`src/rtl/gshare_branch_predictor_if.sv`:
```
// Fetch/execute side bundle of the gshare predictor: prediction request and
// response, plus the resolved-branch update channel.
//
// Handshake: there is no ready signal. A request (pred_req=1) is taken in
// any enabled cycle, except a cycle that also carries a mispredict update
// (upd_valid & upd_mispredict). Such a request is dropped and the requester
// must reissue it. pred_resp_valid pulses for one cycle, one cycle after an
// accepted request. An update (upd_valid=1) is always taken in an enabled
// cycle.
interface gshare_branch_predictor_if #(
   parameter int ADDR_WIDTH   = 32,
   parameter int INDEX_BITS   = 7,
   parameter int HISTORY_BITS = 7
);
   logic                    pred_req;
   logic [ADDR_WIDTH-1:0]   pred_address;
   logic                    pred_resp_valid;
   logic                    pred_taken;
   logic [INDEX_BITS-1:0]   pred_index;
   logic [HISTORY_BITS-1:0] pred_ghr;
   logic                    upd_valid;
   logic [INDEX_BITS-1:0]   upd_index;
   logic                    upd_taken;
   logic                    upd_mispredict;
   logic [HISTORY_BITS-1:0] upd_ghr;

   // Requester / execute side
   modport master (
      output pred_req, pred_address,
      output upd_valid, upd_index, upd_taken, upd_mispredict, upd_ghr,
      input  pred_resp_valid, pred_taken, pred_index, pred_ghr
   );

   // Predictor side
   modport slave (
      input  pred_req, pred_address,
      input  upd_valid, upd_index, upd_taken, upd_mispredict, upd_ghr,
      output pred_resp_valid, pred_taken, pred_index, pred_ghr
   );
endinterface

```
`src/rtl/gshare_branch_predictor.sv`:
```
// Gshare branch predictor. The global history register is XORed with PC
// bits to index a table of saturating counters. The history is updated
// speculatively on every prediction and restored from the resolving
// branch's snapshot on a mispredict.
module gshare_branch_predictor #(
   parameter int PHT_DEPTH     = 128,
   parameter int ADDR_WIDTH    = 32,
   parameter int HISTORY_BITS  = 7,
   parameter int COUNTER_WIDTH = 2
) (
   input  logic                  clk,
   input  logic                  async_rst_n,
   input  logic                  clk_en,
   gshare_branch_predictor_if.slave bus
);
   localparam int INDEX_BITS = $clog2(PHT_DEPTH);
   localparam logic [COUNTER_WIDTH-1:0] CNT_INIT = COUNTER_WIDTH'((2 ** (COUNTER_WIDTH - 1)) - 1);
   localparam logic [COUNTER_WIDTH-1:0] CNT_MAX  = {COUNTER_WIDTH{1'b1}};
   localparam logic [COUNTER_WIDTH-1:0] CNT_MIN  = '0;
   // Address bits that do not take part in indexing
   localparam logic [ADDR_WIDTH-1:0] ADDR_IDLE_MASK =
      {ADDR_WIDTH{1'b1}} ^ (ADDR_WIDTH'(PHT_DEPTH - 1) << 2);

   logic [COUNTER_WIDTH-1:0] r_pht [PHT_DEPTH];
   logic [HISTORY_BITS-1:0]  r_ghr;
   logic                     r_resp_valid;
   logic                     r_taken;
   logic [INDEX_BITS-1:0]    r_index;
   logic [HISTORY_BITS-1:0]  r_ghr_snap;

   logic [INDEX_BITS-1:0]    w_pred_idx;
   logic [COUNTER_WIDTH-1:0] w_upd_cur;
   logic [COUNTER_WIDTH-1:0] w_upd_next;
   logic [COUNTER_WIDTH-1:0] w_pred_cnt;
   logic                     w_pred_taken;
   logic                     w_mispredict;
   logic                     w_accept;
   logic [HISTORY_BITS-1:0]  w_ghr_next;
   logic                     w_unused_addr;

   assign w_unused_addr = ^(bus.pred_address & ADDR_IDLE_MASK);

   assign w_pred_idx   = bus.pred_address[INDEX_BITS+1:2] ^ INDEX_BITS'(r_ghr);
   assign w_mispredict = bus.upd_valid & bus.upd_mispredict;
   assign w_accept     = bus.pred_req & ~w_mispredict;

   // Saturating increment/decrement of the counter being trained
   always_comb begin
      w_upd_cur  = r_pht[bus.upd_index];
      w_upd_next = w_upd_cur;
      if (bus.upd_taken) begin
         if (w_upd_cur != CNT_MAX) w_upd_next = w_upd_cur + COUNTER_WIDTH'(1);
      end else begin
         if (w_upd_cur != CNT_MIN) w_upd_next = w_upd_cur - COUNTER_WIDTH'(1);
      end
   end

   // Prediction read, with the same-cycle update bypassed in when indices match
   always_comb begin
      w_pred_cnt = r_pht[w_pred_idx];
      if (bus.upd_valid && (bus.upd_index == w_pred_idx)) w_pred_cnt = w_upd_next;
      w_pred_taken = w_pred_cnt[COUNTER_WIDTH-1];
   end

   // Next history: recovery beats speculative shift; otherwise hold
   always_comb begin
      w_ghr_next = r_ghr;
      if (w_mispredict) begin
         w_ghr_next = HISTORY_BITS'({bus.upd_ghr, bus.upd_taken});
      end else if (w_accept) begin
         w_ghr_next = HISTORY_BITS'({r_ghr, w_pred_taken});
      end
   end

   // Pattern history table: single write port, flop based for async reset
   always_ff @(posedge clk or negedge async_rst_n) begin
      if (!async_rst_n) begin
         for (int i = 0; i < PHT_DEPTH; i++) r_pht[i] <= CNT_INIT;
      end else if (clk_en && bus.upd_valid) begin
         r_pht[bus.upd_index] <= w_upd_next;
      end
   end

   // History register and registered response; fields hold when no request is taken
   always_ff @(posedge clk or negedge async_rst_n) begin
      if (!async_rst_n) begin
         r_ghr        <= '0;
         r_resp_valid <= 1'b0;
         r_taken      <= 1'b0;
         r_index      <= '0;
         r_ghr_snap   <= '0;
      end else if (clk_en) begin
         r_ghr        <= w_ghr_next;
         r_resp_valid <= w_accept;
         if (w_accept) begin
            r_taken    <= w_pred_taken;
            r_index    <= w_pred_idx;
            r_ghr_snap <= r_ghr;
         end
      end
   end

   assign bus.pred_resp_valid = r_resp_valid;
   assign bus.pred_taken      = r_taken;
   assign bus.pred_index      = r_index;
   assign bus.pred_ghr        = r_ghr_snap;
endmodule

```
`src/flat_wrapper.sv`:
```
// flat-port wrapper written by rule: the top's interface ports become plain ports
module gshare_branch_predictor_flat 
#(
   parameter int PHT_DEPTH     = 128,
   parameter int ADDR_WIDTH    = 32,
   parameter int HISTORY_BITS  = 7,
   parameter int COUNTER_WIDTH = 2
)
  (clk, async_rst_n, clk_en, bus_pred_req, bus_pred_address, bus_upd_valid, bus_upd_index, bus_upd_taken, bus_upd_mispredict, bus_upd_ghr, bus_pred_resp_valid, bus_pred_taken, bus_pred_index, bus_pred_ghr);
  gshare_branch_predictor_if #(.ADDR_WIDTH(ADDR_WIDTH), .INDEX_BITS((7)), .HISTORY_BITS(HISTORY_BITS)) bus_i ();
  input  logic clk;
  input  logic async_rst_n;
  input  logic clk_en;
  input wire logic [$bits(bus_i.pred_req)-1:0] bus_pred_req;
  input wire logic [$bits(bus_i.pred_address)-1:0] bus_pred_address;
  input wire logic [$bits(bus_i.upd_valid)-1:0] bus_upd_valid;
  input wire logic [$bits(bus_i.upd_index)-1:0] bus_upd_index;
  input wire logic [$bits(bus_i.upd_taken)-1:0] bus_upd_taken;
  input wire logic [$bits(bus_i.upd_mispredict)-1:0] bus_upd_mispredict;
  input wire logic [$bits(bus_i.upd_ghr)-1:0] bus_upd_ghr;
  output wire logic [$bits(bus_i.pred_resp_valid)-1:0] bus_pred_resp_valid;
  output wire logic [$bits(bus_i.pred_taken)-1:0] bus_pred_taken;
  output wire logic [$bits(bus_i.pred_index)-1:0] bus_pred_index;
  output wire logic [$bits(bus_i.pred_ghr)-1:0] bus_pred_ghr;
  assign bus_i.pred_req = bus_pred_req;
  assign bus_i.pred_address = bus_pred_address;
  assign bus_i.upd_valid = bus_upd_valid;
  assign bus_i.upd_index = bus_upd_index;
  assign bus_i.upd_taken = bus_upd_taken;
  assign bus_i.upd_mispredict = bus_upd_mispredict;
  assign bus_i.upd_ghr = bus_upd_ghr;
  assign bus_pred_resp_valid = bus_i.pred_resp_valid;
  assign bus_pred_taken = bus_i.pred_taken;
  assign bus_pred_index = bus_i.pred_index;
  assign bus_pred_ghr = bus_i.pred_ghr;
  gshare_branch_predictor #(.PHT_DEPTH(PHT_DEPTH), .ADDR_WIDTH(ADDR_WIDTH), .HISTORY_BITS(HISTORY_BITS), .COUNTER_WIDTH(COUNTER_WIDTH)) u_core (.clk(clk), .async_rst_n(async_rst_n), .clk_en(clk_en), .bus(bus_i));
endmodule
```
`config.mk`:
```
export PLATFORM = sky130hd
export DESIGN_NAME = gshare_branch_predictor_flat
export DESIGN_NICKNAME = d
export VERILOG_FILES = /design/src/rtl/gshare_branch_predictor_if.sv /design/src/rtl/gshare_branch_predictor.sv /design/src/flat_wrapper.sv
export SDC_FILE = /design/constraint.sdc
export NUM_CORES = 1
export LEC_CHECK = 0
export CORE_MARGIN = 2
export CORE_UTILIZATION = 30
export CTS_CLUSTER_DIAMETER = 100
export CTS_CLUSTER_SIZE = 12
export DETAILED_ROUTE_END_ITERATION = 6
export PLACE_DENSITY = 0.54
export SYNTH_ARGS = -nofsm -noshare
export SYNTH_HDL_FRONTEND = slang
export SYNTH_SLANG_ARGS = --single-unit
```
`constraint.sdc`:
```
create_clock -name clk -period 3.5 [get_ports clk]
set_input_delay 0.525 -clock clk [delete_from_list [all_inputs] [get_ports clk]]
set_output_delay 0.525 -clock clk [all_outputs]
set_load 0.05 [all_outputs]
```
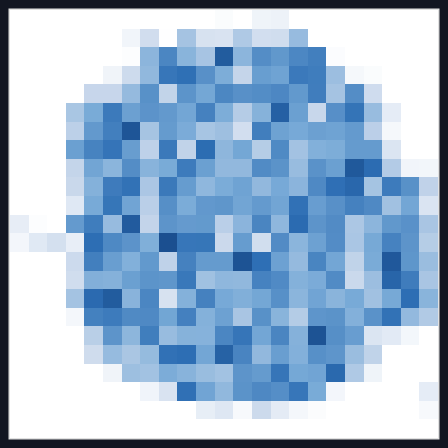
(cell density map)
The die is cut into 23 by 23 equal tiles; white is low, dark blue is high, 0 to 100% covered.
tiles over 75% full = 3.8%
emptiest ninth of the die = bottom left
nearly empty tiles = 32%
fullest tile = 87%

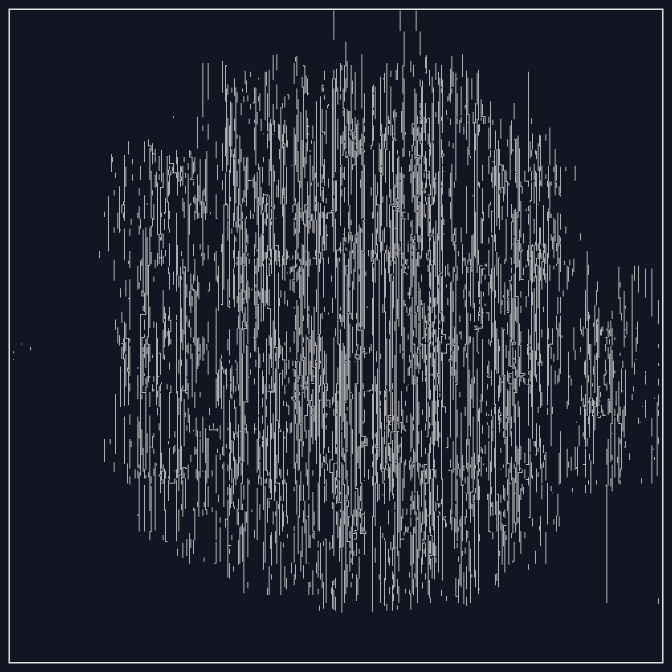
(signal wires on met2)
main direction = vertical
wire length on this layer = 21.0 mm
longest straight run = 86.4 um
nets with wire on the layer = 1269
share of all routed wire = 45%
total vias in the final route: 11309
total length of routed wires: 47160 um
met2 Resource Use GR: 0.2863

==> job_summary.md <==
### Yosys + OpenROAD results

| Metric | Value |
|---|---|
| Post-synth top cells | `nor2_1, nand2_1, dfrtp_1, mux2_2, dfstp_2` |
| Comb pwr share | `0.233` |
| Power Total | `8.384 mW` |
| Register area | `7142 um^2` |
| IO buf count | `42` |
| Final Hold Violation Tally | `0` |
| Status | `finished clean` |
| Signal buffers share of area | `0.09156` |
| Logic share of the area | `0.4078` |
| Post-Syn Nets | `1398` |
| All-layer global routing usage | `0.1854` |
| Top reg by flops | `u_core.r_pht` |
| Tool Warnings | `54` |
| Kind of critical path | `reg -> reg` |
| Clock skew | `0.02034 ns` |
| Final antenna diode count | `0` |
| Tapcells | `664` |
| Crit-path max cell delay | `0.46 ns` |
| Max frequency | `0.3272 GHz` |
| CTS tree | `built` |
| Critical path peak fanout | `18` |
| Final setup violation count | `0` |
| Worst Path Buf+Inv | `2` |
| Final GP Congestion | `0.8993` |
| Worst-margin pin slew | `1.049 ns` |
| Ys async rst share | `1.000` |
| Pwr Density | `478.6 nW/um^2` |
| Worst setup startpoint | `u_core.r_pht[112]` |
| M3 GR Usage | `0.03356` |
| First-pass GRT wire length | `72150 um` |
| R2R Setup Slk | `0.44 ns` |
| Top-count cell post-synth | `nor2_1` |
| Top cells excl fill/tap | `nor2_1, nand2_1, dfrtp_1` |
| Adder-cell share of the synthesized area | `0.001518` |
| PostCTS Resize Cnt | `0` |
| Max cap viols | `0` |
| Synth-to-Final Area Change | `18.10%` |
| Root buf cell | `clkbuf_16` |
| Lkg Pwr | `7.016 nW` |
| Clock network power | `2.72 mW` |
| Chip Footprint | `51240 um^2` |
| Initial DRT Pass Iterations | `5` |
| Final Slew Violations | `0` |
| Data arrival, critical path | `3.48 ns` |
| Number of enable flip-flop cells | `0` |
| Clock slew at reported path FFs | `0.06 ns` |
| Distinct lib cells | `62` |
| Top area cell types | `dfrtp_1, dfstp_2, mux2_2, mux4_2, nor2_1` |
| DRC viols | `0` |
Power is estimated from default activity; no workload was simulated.
